<file path="src/rtl/divider_issue.sv">
// divider_issue: request sequencer that feeds a multi-cycle divider through a 1-entry buffer,
// handling divide-by-zero and divider timeout locally and returning tagged results in order.
module divider_issue #(
  parameter int TAG_W   = 4,
  parameter int TIMEOUT = 24
) (
  input  logic             clk,
  input  logic             reset,
  input  logic             in_valid,
  output logic             in_ready,
  input  logic [7:0]       in_dividend,
  input  logic [6:0]       in_divisor,
  input  logic [TAG_W-1:0] in_tag,
  output logic             div_start,
  output logic [7:0]       div_dividendin,
  output logic [6:0]       div_divisorin,
  input  logic [7:0]       div_quotient,
  input  logic [6:0]       div_remainder,
  input  logic             div_valid,
  output logic             out_valid,
  input  logic             out_ready,
  output logic [7:0]       out_quotient,
  output logic [6:0]       out_remainder,
  output logic [TAG_W-1:0] out_tag,
  output logic [1:0]       out_err,
  output logic             busy
);
  localparam int CW = $clog2(TIMEOUT);
  typedef enum logic [2:0] {IDLE, ZERO, START, RUN, DONE} state_t;
  state_t           state_q, state_d;
  logic             pend_full_q, pend_full_d, in_rdy_q, in_rdy_d, push, pop;
  logic [7:0]       pend_dvd_q, pend_dvd_d, op_dvd_q, op_dvd_d, q_q, q_d;
  logic [6:0]       pend_dvs_q, pend_dvs_d, op_dvs_q, op_dvs_d, r_q, r_d;
  logic [TAG_W-1:0] pend_tag_q, pend_tag_d, tag_q, tag_d;
  logic [1:0]       err_q, err_d;
  logic [CW-1:0]    cnt_q, cnt_d;
  always_comb begin
    state_d    = state_q;
    op_dvd_d   = op_dvd_q;
    op_dvs_d   = op_dvs_q;
    q_d        = q_q;
    r_d        = r_q;
    tag_d      = tag_q;
    err_d      = err_q;
    cnt_d      = cnt_q;
    pop        = 1'b0;
    push       = in_valid & in_rdy_q;
    case (state_q)
      IDLE: if (pend_full_q) begin
        pop   = 1'b1;
        tag_d = pend_tag_q;
        if (pend_dvs_q == 7'd0) begin
          {q_d, r_d, err_d} = {8'hFF, 7'h7F, 2'b01};
          state_d = ZERO;
        end else begin
          op_dvd_d = pend_dvd_q;
          op_dvs_d = pend_dvs_q;
          state_d  = START;
        end
      end
      ZERO: state_d = DONE;
      START: begin
        cnt_d   = '0;
        state_d = RUN;
      end
      RUN: begin
        cnt_d = cnt_q + CW'(1);
        // first RUN cycle may still see the previous operation's valid
        if (div_valid && cnt_q != '0) begin
          {q_d, r_d, err_d} = {div_quotient, div_remainder, 2'b00};
          state_d = DONE;
        end else if (cnt_q == CW'(TIMEOUT - 1)) begin
          {q_d, r_d, err_d} = {8'hFF, 7'h7F, 2'b10};
          state_d = DONE;
        end
      end
      DONE: state_d = out_ready ? IDLE : DONE;
      default: state_d = IDLE;
    endcase
    pend_full_d = push | (pend_full_q & ~pop);
    pend_dvd_d  = push ? in_dividend : pend_dvd_q;
    pend_dvs_d  = push ? in_divisor : pend_dvs_q;
    pend_tag_d  = push ? in_tag : pend_tag_q;
    in_rdy_d    = ~pend_full_d;
  end
  always_ff @(posedge clk or negedge reset) begin
    if (!reset) begin
      state_q     <= IDLE;
      pend_full_q <= 1'b0;
      in_rdy_q    <= 1'b0;
      pend_dvd_q  <= '0;
      pend_dvs_q  <= '0;
      pend_tag_q  <= '0;
      op_dvd_q    <= '0;
      op_dvs_q    <= '0;
      q_q         <= '0;
      r_q         <= '0;
      tag_q       <= '0;
      err_q       <= '0;
      cnt_q       <= '0;
    end else begin
      state_q     <= state_d;
      pend_full_q <= pend_full_d;
      in_rdy_q    <= in_rdy_d;
      pend_dvd_q  <= pend_dvd_d;
      pend_dvs_q  <= pend_dvs_d;
      pend_tag_q  <= pend_tag_d;
      op_dvd_q    <= op_dvd_d;
      op_dvs_q    <= op_dvs_d;
      q_q         <= q_d;
      r_q         <= r_d;
      tag_q       <= tag_d;
      err_q       <= err_d;
      cnt_q       <= cnt_d;
    end
  end
  assign in_ready       = in_rdy_q;
  assign div_start      = state_q == START;
  assign div_dividendin = op_dvd_q;
  assign div_divisorin  = op_dvs_q;
  assign out_valid      = state_q == DONE;
  assign out_quotient   = q_q;
  assign out_remainder  = r_q;
  assign out_tag        = tag_q;
  assign out_err        = err_q;
  assign busy           = (state_q != IDLE) | pend_full_q;
endmodule

</file>
<file path="config.mk">
export PLATFORM = sky130hd
export DESIGN_NAME = divider_issue
export DESIGN_NICKNAME = d
export VERILOG_FILES = /design/src/rtl/divider_issue.sv
export SDC_FILE = /design/constraint.sdc
export NUM_CORES = 1
export LEC_CHECK = 0
export ABC_AREA = 1
export CAP_MARGIN = 20
export CORE_MARGIN = 2
export CORE_UTILIZATION = 45
export CTS_BUF_LIST = sky130_fd_sc_hd__clkbuf_2 sky130_fd_sc_hd__clkbuf_4 sky130_fd_sc_hd__clkbuf_8
export DETAILED_ROUTE_END_ITERATION = 10
export GPL_ROUTABILITY_DRIVEN = 0
export PLACE_DENSITY_LB_ADDON = 0.05
export REMOVE_ABC_BUFFERS = 1
export SYNTH_ARGS = -nofsm -noshare
export SYNTH_HDL_FRONTEND = slang
export SYNTH_SLANG_ARGS = --single-unit
</file>
<file path="constraint.sdc">
create_clock -name clk -period 2.1 [get_ports clk]
set_input_delay 0.315 -clock clk [delete_from_list [all_inputs] [get_ports clk]]
set_output_delay 0.315 -clock clk [all_outputs]
set_load 0.02 [all_outputs]
</file>
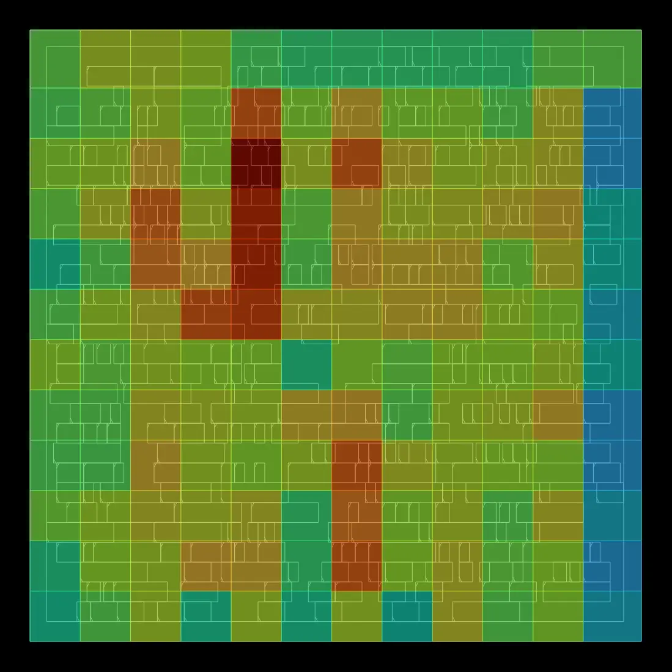
**Above:** run 1 (congestion heat map).
met3 GRT Util: 0.0504
DR WL/cell: 13.0 µm
global route hottest layer: met2
GR Util met1: 0.265

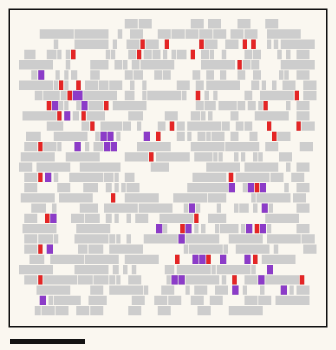
**Above:** run 1 (selected gate families).
The bar under the picture is 20 µm long.
family	color	cells
inverting AOI/OAI gates	purple	35
inverters	red	42

==> results.sh, run 1 <==
# flow metrics
export IMPL_nFillCells=550
export IMPL_logic_gate_count=191
export IMPL_fin_cells=480
export IMPL_min_period_ns=2.04
export IMPL_internal_power_mw=3.84
export IMPL_crit_fanout=7
export IMPL_synth_simple_area_share=0.243
export IMPL_comb_cell_share=0.253
export IMPL_crit_arrival_ns=1.72
export IMPL_ys_top_cells_by_area="dfrtp_1, nand2_1, nand4_1"
export IMPL_power_net_switching_mw=2.43
export IMPL_sh_seq_area=0.408
export IMPL_flop_count=65
export IMPL_synthDistinctLibCells=27
export IMPL_die_y_um=83.9
export IMPL_ys_seq_frac=0.567
export IMPL_ys_area_um2=2870
export IMPL_nWellTaps=77
export IMPL_start_kind="register"
export IMPL_setup_tns_final_ns=0
export IMPL_p_clk_frac=0.187
export IMPL_relSlewSlack=0.617
export IMPL_mostFrequentLayoutCell="clkdlybuf4s50_1"
export IMPL_powerClk_mw=1.17
export IMPL_antennaDiodeCount=0
export IMPL_clkCellAreaFrac=0.0546
export IMPL_yosysWarnings=0
export IMPL_cap_violations=0
export IMPL_core_area_um2=6240
export IMPL_grt_pass1_wl_um=10900
export IMPL_dp_cells=464
export IMPL_finalHoldViolations=0
export IMPL_adder_share=0.00872
export IMPL_yosys_cells=314
export IMPL_worst_pin_slew_ns=0.574
export IMPL_hpwl_um=4340
export IMPL_path_buffers=1
export IMPL_mux_area_frac=0.0353
export IMPL_timing_final_ws_setup_ns=0.0641
export IMPL_drc=0
export IMPL_synth_top_cell_area_share=0.567
export IMPL_warning_count=26
export IMPL_antenna_found_initial=0
export IMPL_insertion_delay_ns=0.33
export IMPL_cp_top_family="buffers and inverters"
export IMPL_drt_iter0_markers=123
export IMPL_synthAoiAreaFrac=0.0619
export IMPL_clock_sinks=65
export IMPL_logic_area_um2=1010
export IMPL_synth_area_per_cell_um2=9.14
export IMPL_comb_power_mw=2.90
export IMPL_vias_per_cell=4.93
export IMPL_ff_type="dfrtp_1"
export IMPL_postCtsHoldBufs=1
export IMPL_final_cell_mix="clkdlybuf4s50_1, nand2_1, dfrtp_1"
export IMPL_slowest_stage="clkdlybuf4s50_1"
export IMPL_clkbuf_count=12
export IMPL_final_cell_area_um2=3980
export IMPL_largest_area_cell="dfrtp_1"
export IMPL_synth_async_reset_ratio=1.00
export IMPL_power_density_nw_per_um2=1570
export IMPL_required_ns=1.78
export IMPL_post_place_ws_ns=0.254
export IMPL_die_w_um=83.9
export IMPL_grt_pass1_vias=2299
export IMPL_vias=2365
export IMPL_ctsResizeCount=2
export IMPL_status="finished clean"
export IMPL_netSwitchingFraction=0.387
export IMPL_nonClkBufAreaFrac=0.220
export IMPL_rows=29
export IMPL_drtAntennaViolNets=0
export IMPL_r2r_slack_ns=0.38
export IMPL_common_cells="nand2_1, dfrtp_1, inv_1, nand4_1, nor2_1"
export IMPL_cp_end_kind="primary output"
export IMPL_yosysMostFrequentCell="nand2_1"
export IMPL_worst_setup_path_type="reg2out"
export IMPL_initial_core_util=0.460
export IMPL_numSynthFlops=65
export IMPL_signal_buffers=90
export IMPL_postLayoutCoreUtil=0.638
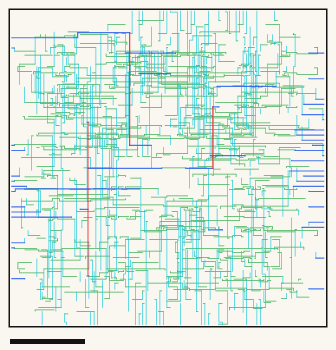
**Above:** run 1 (wiring by layer).
The bar under the picture is 20 µm long.
layer	color	wire length
met3	blue	314 µm
met1	green	2,900 µm
met4	red	87.0 µm
met2	cyan	2,940 µm

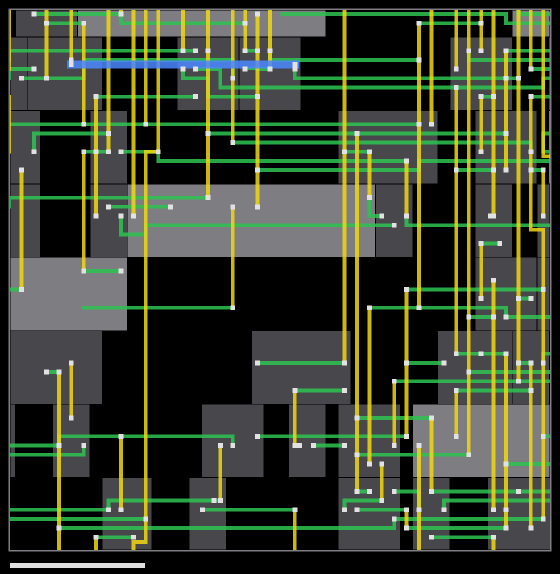
**Above:** run 1 (layout detail).
The bar under the picture is 5 µm long. Region (32, 49) to (52, 69) µm. Cells in gray, sequential cells in the stronger gray; small squares are vias.
layer	color
met3	blue
met1	green
met2	yellow
netlist names of flops here include	out_quotient (1), out_remainder (1)
sequential cells in the window	2
cells with their middle in the window	27
most frequent	nand4_1 (8), nand2_1 (7), inv_1 (3)

[run 1: per-layer routing]
metal	vias up	global-route usage	part of all wire
met3	8	0.0504	0.050
met4	0	0.0792	0.014
li1	1189	-	-
met2	56	0.296	0.47
met5	-	0	0
met1	1112	0.265	0.46
[run 1: path summary, 6_finish.rpt]
check	startpoint	end	cells after the start
worst max-delay path	state_q[1]	out_valid	2
worst min-delay path	reset	out_tag[1]	2
worst max register to register	state_q[1]	out_remainder[0]	7
worst min register to register	out_quotient[4]	out_quotient[4]	2
max in group asynchronous	reset	out_remainder[5]	3
min in group clk	out_quotient[4]	out_quotient[4]	2
**Run 1: sequential cells grouped by signal name**

The bar under the picture is 20 µm long. Other sequential cells in the stronger gray, the rest of the logic in the fainter gray.
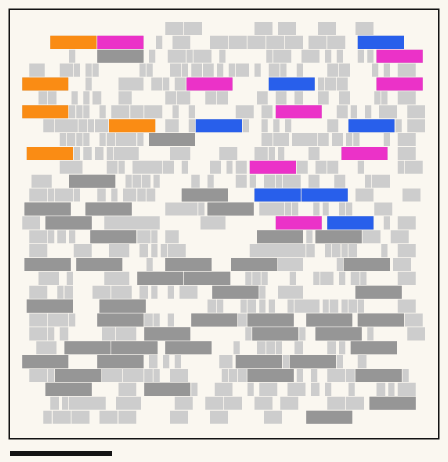

==> run 2, diff against run 1 <==
Settings changed: CELL_PAD_IN_SITES_DETAIL_PLACEMENT set to 2, CELL_PAD_IN_SITES_GLOBAL_PLACEMENT set to 2, CORE_UTILIZATION 45 to 29, CTS_CLUSTER_DIAMETER set to 200.
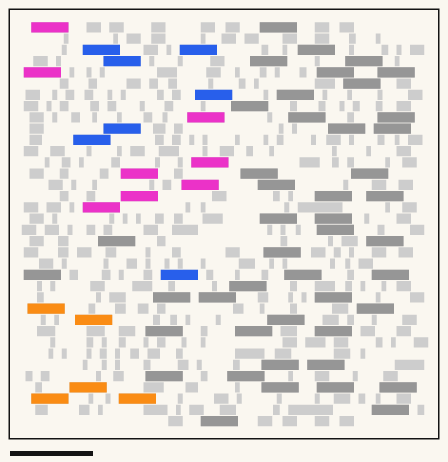
**Above:** run 2 (sequential cells grouped by signal name).
The bar under the picture is 20 µm long. Other sequential cells in the stronger gray, the rest of the logic in the fainter gray.
netlist name	color	flops
cnt_q	orange	5
out_remainder	blue	7
out_quotient	magenta	8
not colored	45

==> results.sh, run 2 <==
# flow metrics
export IMPL_grtUsageMet1=0.212
export IMPL_yosys_cells=314
export IMPL_synth_async_reset_ratio=1.00
export IMPL_met2_usage=0.255
export IMPL_drc=0
export IMPL_hpwl_um=5410
export IMPL_clock_sinks=65
export IMPL_cp_end_kind="primary output"
export IMPL_ys_seq_frac=0.567
export IMPL_mostFrequentLayoutCell="clkdlybuf4s50_1"
export IMPL_met3_length_um=398
export IMPL_die_y_um=103
export IMPL_yosysMostFrequentCell="nand2_1"
export IMPL_worst_pin_slew_ns=0.367
export IMPL_synth_area_per_cell_um2=9.14
export IMPL_warning_count=26
export IMPL_yosysWarnings=0
export IMPL_comb_power_mw=2.99
export IMPL_required_ns=1.78
export IMPL_slowest_stage="dfrtp_1"
export IMPL_setup_tns_final_ns=0
export IMPL_insertion_delay_ns=0.35
export IMPL_synth_top_cell_area_share=0.567
export IMPL_path_buffers=2
export IMPL_wire_per_inst_um=14.9
export IMPL_flop_count=65
export IMPL_drt_iter0_markers=31
export IMPL_sh_seq_area=0.401
export IMPL_largest_area_cell="dfrtp_1"
export IMPL_r2r_slack_ns=0.37
export IMPL_power_net_switching_mw=2.59
export IMPL_critical_path_depth=5
export IMPL_status="finished clean"
export IMPL_crit_fanout=4
export IMPL_signal_buffers=89
export IMPL_worst_setup_path_type="reg2out"
export IMPL_vias_per_cell=4.61
export IMPL_power_density_nw_per_um2=1570
export IMPL_ff2ff_path_depth=8
export IMPL_relSlewSlack=0.755
export IMPL_synthAoiAreaFrac=0.0619
export IMPL_die_w_um=103
export IMPL_synthDistinctLibCells=27
export IMPL_crit_arrival_ns=1.65
export IMPL_clkCellAreaFrac=0.0540
export IMPL_ys_top_cells_by_area="dfrtp_1, nand2_1, nand4_1"
export IMPL_logic_gate_count=191
export IMPL_critPathLaunch="state_q[0]"
export IMPL_antennaDiodeCount=0
export IMPL_common_cells="nand2_1, dfrtp_1, inv_1, nand4_1, nor2_1"
export IMPL_nWellTaps=133
export IMPL_nFillCells=1084
export IMPL_mux_area_frac=0.0353
export IMPL_final_cell_mix="clkdlybuf4s50_1, nand2_1, dfrtp_1"
export IMPL_internal_power_mw=3.79
export IMPL_worstReg2RegStart="state_q[0]"
export IMPL_min_period_ns=1.96
export IMPL_ff_type="dfrtp_1"
export IMPL_cp_top_family="simple AND/OR/NAND/NOR gates"
export IMPL_core_area_um2=9680
export IMPL_min_path_cells=2
export IMPL_drtAntennaViolNets=0
export IMPL_synth_simple_area_share=0.243
export IMPL_grt_busiest_layer="met2"
export IMPL_routedLengthMet1_um=3600
export IMPL_vias=2470
export IMPL_numSynthFlops=65
export IMPL_nonClkBufAreaFrac=0.217
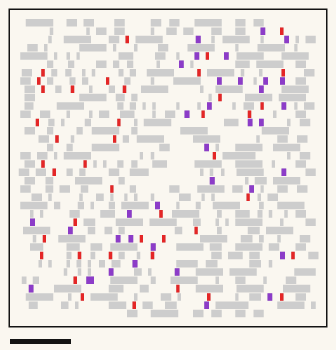
**Above:** run 2 (selected gate families).
The bar under the picture is 20 µm long.
family	color	cells
inverting AOI/OAI gates	purple	35
inverters	red	42

run 2: cell counts after synthesis:
Identical to the previous run, type by type.
run 2: through the flow:
step / std cells / setup WS [ns] / util / total power [mW] / area [µm²]
2_1_floorplan: 298 / 0.309 / - / 3.83 / 2790
3_3_place_gp: 519 / 0.214 / 0.395 / 5.19 / 3830
3_5_place_dp: 519 / 0.191 / 0.395 / 5.29 / 3830
4_1_cts: 536 / 0.0882 / 0.419 / 6.51 / 4050
5_1_grt: 536 / 0.00776 / 0.419 / 6.92 / 4060
6_report: 536 / 0.140 / 0.419 / 6.38 / 4060
run 2: worst paths after layout:
kind,to
max,busy
min,div_dividendin[1]
max reg2reg,out_quotient[7]
min reg2reg,div_dividendin[1]
max in group asynchronous,pend_dvs_q[4]
min in group asynchronous,out_tag[3]
Power is estimated from default activity; no workload was simulated.
